File: config.mk
export PLATFORM = sky130hd
export DESIGN_NAME = mem_stage_flat
export DESIGN_NICKNAME = d
export VERILOG_FILES = /design/src/rtl/cpu_types_pkg.sv /design/src/rtl/mem_stage_if.sv /design/src/rtl/load_store_align.sv /design/src/rtl/mem_stage.sv /design/src/flat_wrapper.sv
export SDC_FILE = /design/constraint.sdc
export NUM_CORES = 1
export LEC_CHECK = 0
export ABC_AREA = 1
export CORE_ASPECT_RATIO = 1.1
export CORE_MARGIN = 2
export CORE_UTILIZATION = 36
export CTS_BUF_LIST = sky130_fd_sc_hd__clkbuf_4 sky130_fd_sc_hd__clkbuf_8 sky130_fd_sc_hd__clkbuf_16
export CTS_CLUSTER_SIZE = 12
export DETAILED_ROUTE_END_ITERATION = 6
export GPL_ROUTABILITY_DRIVEN = 0
export PLACE_DENSITY_LB_ADDON = 0.25
export SLEW_MARGIN = 20
export SYNTH_ARGS = -nofsm -noshare
export SYNTH_HDL_FRONTEND = slang
export SYNTH_SLANG_ARGS = --single-unit
File: constraint.sdc
create_clock -name CLK -period 1.4 [get_ports CLK]
set_input_delay 0.14 -clock CLK [delete_from_list [all_inputs] [get_ports CLK]]
set_output_delay 0.14 -clock CLK [all_outputs]
set_load 0.05 [all_outputs]
File: src/rtl/cpu_types_pkg.sv
// Shared datapath types for the RV32 pipeline: word type, memory-stage states
// and the load/store funct3 encodings.
package cpu_types_pkg;

    typedef logic [31:0] word_t;

    typedef enum logic [1:0] {
        IDLE  = 2'd0,
        READ  = 2'd1,
        WRITE = 2'd2,
        DONE  = 2'd3
    } memstate_t;

    localparam logic [2:0] F3_B  = 3'b000;
    localparam logic [2:0] F3_H  = 3'b001;
    localparam logic [2:0] F3_W  = 3'b010;
    localparam logic [2:0] F3_BU = 3'b100;
    localparam logic [2:0] F3_HU = 3'b101;

    // Byte and halfword stores need the old word first (read-modify-write).
    function automatic logic is_subword_store(input logic [2:0] funct3);
        return (funct3 == F3_B) || (funct3 == F3_H);
    endfunction

endpackage

File: src/rtl/mem_stage_if.sv
// Data-cache request/response port between the memory stage and the cache.
interface mem_stage_if;
    import cpu_types_pkg::*;

    logic  dREN;
    logic  dWEN;
    word_t daddr;
    word_t dstore;
    logic  dhit;
    word_t dload;

    modport master (
        output dREN,
        output dWEN,
        output daddr,
        output dstore,
        input  dhit,
        input  dload
    );

    modport slave (
        input  dREN,
        input  dWEN,
        input  daddr,
        input  dstore,
        output dhit,
        output dload
    );

endinterface

File: src/rtl/load_store_align.sv
// Combinational byte-lane logic: load extract/extend and sub-word store merge.
module load_store_align
    import cpu_types_pkg::*;
(
    input  logic [2:0] funct3,
    input  logic [1:0] addr_lo,
    input  word_t      load_word,
    input  word_t      store_data,
    input  word_t      merge_base,
    output word_t      load_value,
    output word_t      merged_word
);

    logic [3:0][7:0] load_bytes;
    logic [7:0]      lane_byte;
    logic [15:0]     lane_half;
    logic [3:0]      byte_en;

    assign load_bytes = load_word;
    assign lane_byte  = load_bytes[addr_lo];
    assign lane_half  = addr_lo[1] ? load_word[31:16] : load_word[15:0];

    always_comb begin
        load_value = load_word;
        case (funct3)
            F3_B:    load_value = {{24{lane_byte[7]}}, lane_byte};
            F3_BU:   load_value = {24'h0, lane_byte};
            F3_H:    load_value = {{16{lane_half[15]}}, lane_half};
            F3_HU:   load_value = {16'h0, lane_half};
            default: load_value = load_word;
        endcase
    end

    always_comb begin
        byte_en = 4'b1111;
        case (funct3)
            F3_B:    byte_en = 4'b0001 << addr_lo;
            F3_H:    byte_en = addr_lo[1] ? 4'b1100 : 4'b0011;
            default: byte_en = 4'b1111;
        endcase
    end

    // Store data is replicated across lanes so each enabled lane picks its own copy.
    genvar gi;
    generate
        for (gi = 0; gi < 4; gi++) begin : g_lane
            logic [7:0] src_byte;

            always_comb begin
                src_byte = store_data[gi*8 +: 8];
                case (funct3)
                    F3_B:    src_byte = store_data[7:0];
                    F3_H:    src_byte = store_data[(gi % 2)*8 +: 8];
                    default: src_byte = store_data[gi*8 +: 8];
                endcase
            end

            assign merged_word[gi*8 +: 8] = byte_en[gi] ? src_byte : merge_base[gi*8 +: 8];
        end
    endgenerate

endmodule

File: src/rtl/mem_stage.sv
// Memory-access stage: sequences data-cache reads/writes (with RMW for SB/SH),
// stalls upstream while busy and registers the aligned load result for MEM/WB.
module mem_stage
    import cpu_types_pkg::*;
(
    input  logic        CLK,
    input  logic        RST,
    input  logic        dREN_ex,
    input  logic        dWEN_ex,
    input  logic [2:0]  funct3_ex,
    input  word_t       presult_ex,
    input  word_t       store_ex,
    input  logic        advance,
    mem_stage_if.master dcache,
    output word_t       dmemload_mem,
    output word_t       presult_mem,
    output logic        mem_busy,
    output logic        mem_done
);

    memstate_t state_reg;
    memstate_t state_next;
    word_t     rdata_q;
    word_t     load_value;
    word_t     merged_word;
    logic      sub_store;
    logic      load_op;

    // EX/MEM is frozen by mem_busy, so the op can be decoded from its outputs throughout.
    assign sub_store = dWEN_ex & is_subword_store(funct3_ex);
    assign load_op   = dREN_ex & ~dWEN_ex;

    load_store_align u_align (
        .funct3      (funct3_ex),
        .addr_lo     (presult_ex[1:0]),
        .load_word   (dcache.dload),
        .store_data  (store_ex),
        .merge_base  (rdata_q),
        .load_value  (load_value),
        .merged_word (merged_word)
    );

    always_ff @(posedge CLK) begin
        if (RST) begin
            state_reg    <= IDLE;
            rdata_q      <= '0;
            dmemload_mem <= '0;
        end else begin
            state_reg <= state_next;
            if (state_reg == READ && dcache.dhit) begin
                rdata_q <= dcache.dload;
                if (load_op) begin
                    dmemload_mem <= load_value;
                end
            end
        end
    end

    always_comb begin
        state_next = state_reg;
        case (state_reg)
            IDLE: begin
                if (dWEN_ex) begin
                    state_next = sub_store ? READ : WRITE;
                end else if (dREN_ex) begin
                    state_next = READ;
                end
            end
            READ: begin
                if (dcache.dhit) begin
                    state_next = sub_store ? WRITE : DONE;
                end
            end
            WRITE: begin
                if (dcache.dhit) begin
                    state_next = DONE;
                end
            end
            DONE: begin
                if (advance) begin
                    state_next = IDLE;
                end
            end
            default: state_next = IDLE;
        endcase
    end

    assign dcache.dREN   = (state_reg == READ);
    assign dcache.dWEN   = (state_reg == WRITE);
    assign dcache.daddr  = {presult_ex[31:2], 2'b00};
    assign dcache.dstore = sub_store ? merged_word : store_ex;

    assign presult_mem = presult_ex;
    assign mem_done    = (state_reg == DONE);
    assign mem_busy    = (state_reg == READ) || (state_reg == WRITE) ||
                         ((state_reg == IDLE) && (dREN_ex || dWEN_ex));

endmodule
File: src/flat_wrapper.sv
// flat-port wrapper written by rule: the top's interface ports become plain ports
module mem_stage_flat import cpu_types_pkg::*;
  (CLK, RST, dREN_ex, dWEN_ex, funct3_ex, presult_ex, store_ex, advance, dmemload_mem, presult_mem, mem_busy, mem_done, dcache_dREN, dcache_dWEN, dcache_daddr, dcache_dstore, dcache_dhit, dcache_dload);
  mem_stage_if dcache_i ();
  input  logic CLK;
  input  logic RST;
  input  logic dREN_ex;
  input  logic dWEN_ex;
  input  logic [2:0] funct3_ex;
  input  word_t presult_ex;
  input  word_t store_ex;
  input  logic advance;
  output word_t dmemload_mem;
  output word_t presult_mem;
  output logic mem_busy;
  output logic mem_done;
  output wire logic [$bits(dcache_i.dREN)-1:0] dcache_dREN;
  output wire logic [$bits(dcache_i.dWEN)-1:0] dcache_dWEN;
  output wire logic [$bits(dcache_i.daddr)-1:0] dcache_daddr;
  output wire logic [$bits(dcache_i.dstore)-1:0] dcache_dstore;
  input wire logic [$bits(dcache_i.dhit)-1:0] dcache_dhit;
  input wire logic [$bits(dcache_i.dload)-1:0] dcache_dload;
  assign dcache_dREN = dcache_i.dREN;
  assign dcache_dWEN = dcache_i.dWEN;
  assign dcache_daddr = dcache_i.daddr;
  assign dcache_dstore = dcache_i.dstore;
  assign dcache_i.dhit = dcache_dhit;
  assign dcache_i.dload = dcache_dload;
  mem_stage u_core (.CLK(CLK), .RST(RST), .dREN_ex(dREN_ex), .dWEN_ex(dWEN_ex), .funct3_ex(funct3_ex), .presult_ex(presult_ex), .store_ex(store_ex), .advance(advance), .dcache(dcache_i), .dmemload_mem(dmemload_mem), .presult_mem(presult_mem), .mem_busy(mem_busy), .mem_done(mem_done));
endmodule
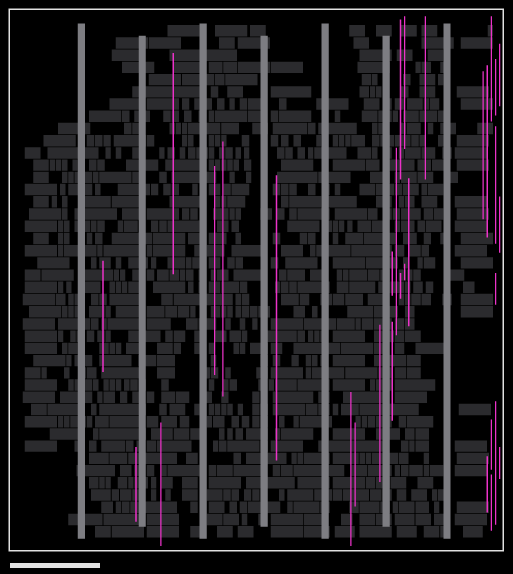
*Signal wires on met4*
The bar under the picture is 20 um long. Supply wires on this layer in gray. Cells faint in the background.
main direction: vertical
share of all routed wire: 4.9%
nets with wire on the layer: 31
longest straight run: 63.2 um
wire length on this layer: 819 um
DR vias: 5093
Final Routed Wirelength: 16.7 mm

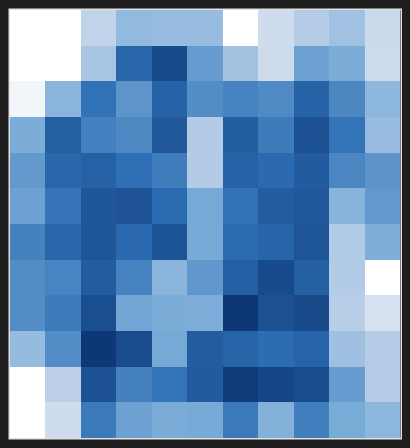
*Cell density map*
The die is cut into 11 by 12 equal tiles; white is low, dark blue is high, 0 to 100% covered.
tiles over 75% full: 33%
fullest tile: 97%
nearly empty tiles: 6.1%
emptiest ninth of the die: north-west

per-stage QoR:
step	power (W)	hold slack, ns	utilization (%)
5_1_grt	0.00882	0.280	65.1
3_5_place_dp	0.00554	0.280	55.6
6_report	0.00843	0.280	65.1
4_1_cts	0.00814	0.280	60.5
2_1_floorplan	0.00447	0.287	-
3_3_place_gp	0.00546	0.280	55.6
worst max-delay path, stage by stage:
cell                       delay, ns
sky130_fd_sc_hd__buf_8          0.10
sky130_fd_sc_hd__nor2_4         0.17
sky130_fd_sc_hd__buf_6          0.15
sky130_fd_sc_hd__nand2_8        0.06
sky130_fd_sc_hd__clkinv_8       0.07
sky130_fd_sc_hd__o21ai_4        0.07
sky130_fd_sc_hd__buf_12         0.15
sky130_fd_sc_hd__o21ai_4        0.19
sky130_fd_sc_hd__buf_12         0.16
==> results.txt <==
Implementation progress

TritonCTS built the clock tree. According to the I/O placement log, the pin count is 237. The later pin in the worst-skew pair is clocked with a latency of 0.33 ns. For reference, the critical path is captured by dcache_dstore[1]. Looking at the area split, the leading class of cells is non-clock buffers. The checks that failed: negative setup slack. The largest voltage drop on the vdd net stands at 706 uV.

The xor/xnor share of the synthesized area stands at 0%. The area fraction of clock buffers and clock inverters stands at 4.09%. Per the OpenROAD power report, switching power amounts to 0.00301 W. The number of standard-cell rows in the floorplan stands at 42. The number of cells on the worst hold path stands at 0. The adder-cell area share of the yosys netlist stands at 1.42%.

Per the OpenROAD floorplan log, the area of the core is 0.0120 mm^2. Summed over all cells, the static leakage comes to 3.47 nW. Once routing completed, OpenROAD measured the worst setup slack at -0.0179 ns. The flow ran to the end, but the final reports show violations.

After the first detailed-routing iteration, the DRC count stood at 374. The routed wirelength normalized by instance count stands at 16.8 um. The count of unique library cells instantiated by Yosys stands at 30. The number of synthesized register bits stands at 66.

The count of cells along the worst register-to-register path stands at 8. In the final report, the number of hold violations comes to 0. The worst-case reg-to-reg setup slack stands at -0.01 ns. Among the non-sequential cells, simple AND/OR/NAND/NOR gates take the most area.

For the worst min-delay path, the startpoint reported by OpenROAD is presult_ex[25]. After synthesis, the largest area contributor takes up 29.9% of total cell area. During synthesis, Yosys emitted a total of 0 warnings. For reference, the mux area share after synthesis is 0%. The area fraction in and, or, nand and nor cells stands at 33.8%. The run reported a max-capacitance violation count of 0. In the post-synthesis netlist, the biggest area contributors are sky130_fd_sc_hd__dfxtp_1 (30%), sky130_fd_sc_hd__nand2_1 (14%), sky130_fd_sc_hd__buf_4 (12%). The power dissipated in the clock network stands at 0.00235 W. Endpoints with negative setup slack in the final report add up to 7. The met3 wirelength from detailed routing stands at 1.30 mm. The worst register-to-register path ends at u_core.dmemload_mem[8]$_SDFFE_PP0P_. The post-synthesis instance total stands at 706. Internal power comes to 0.00542 W.

The synthesis stats list as the most numerous cell sky130_fd_sc_hd__nand2_1. In the layout the commonest cells are sky130_fd_sc_hd__nand2_1 (122), sky130_fd_sc_hd__nor2_1 (81), sky130_fd_sc_hd__buf_12 (79). The highest clock frequency the design can meet stands at 0.705 GHz. According to the tapcell log, the count of inserted taps is 154.
Power is estimated from default activity; no workload was simulated.
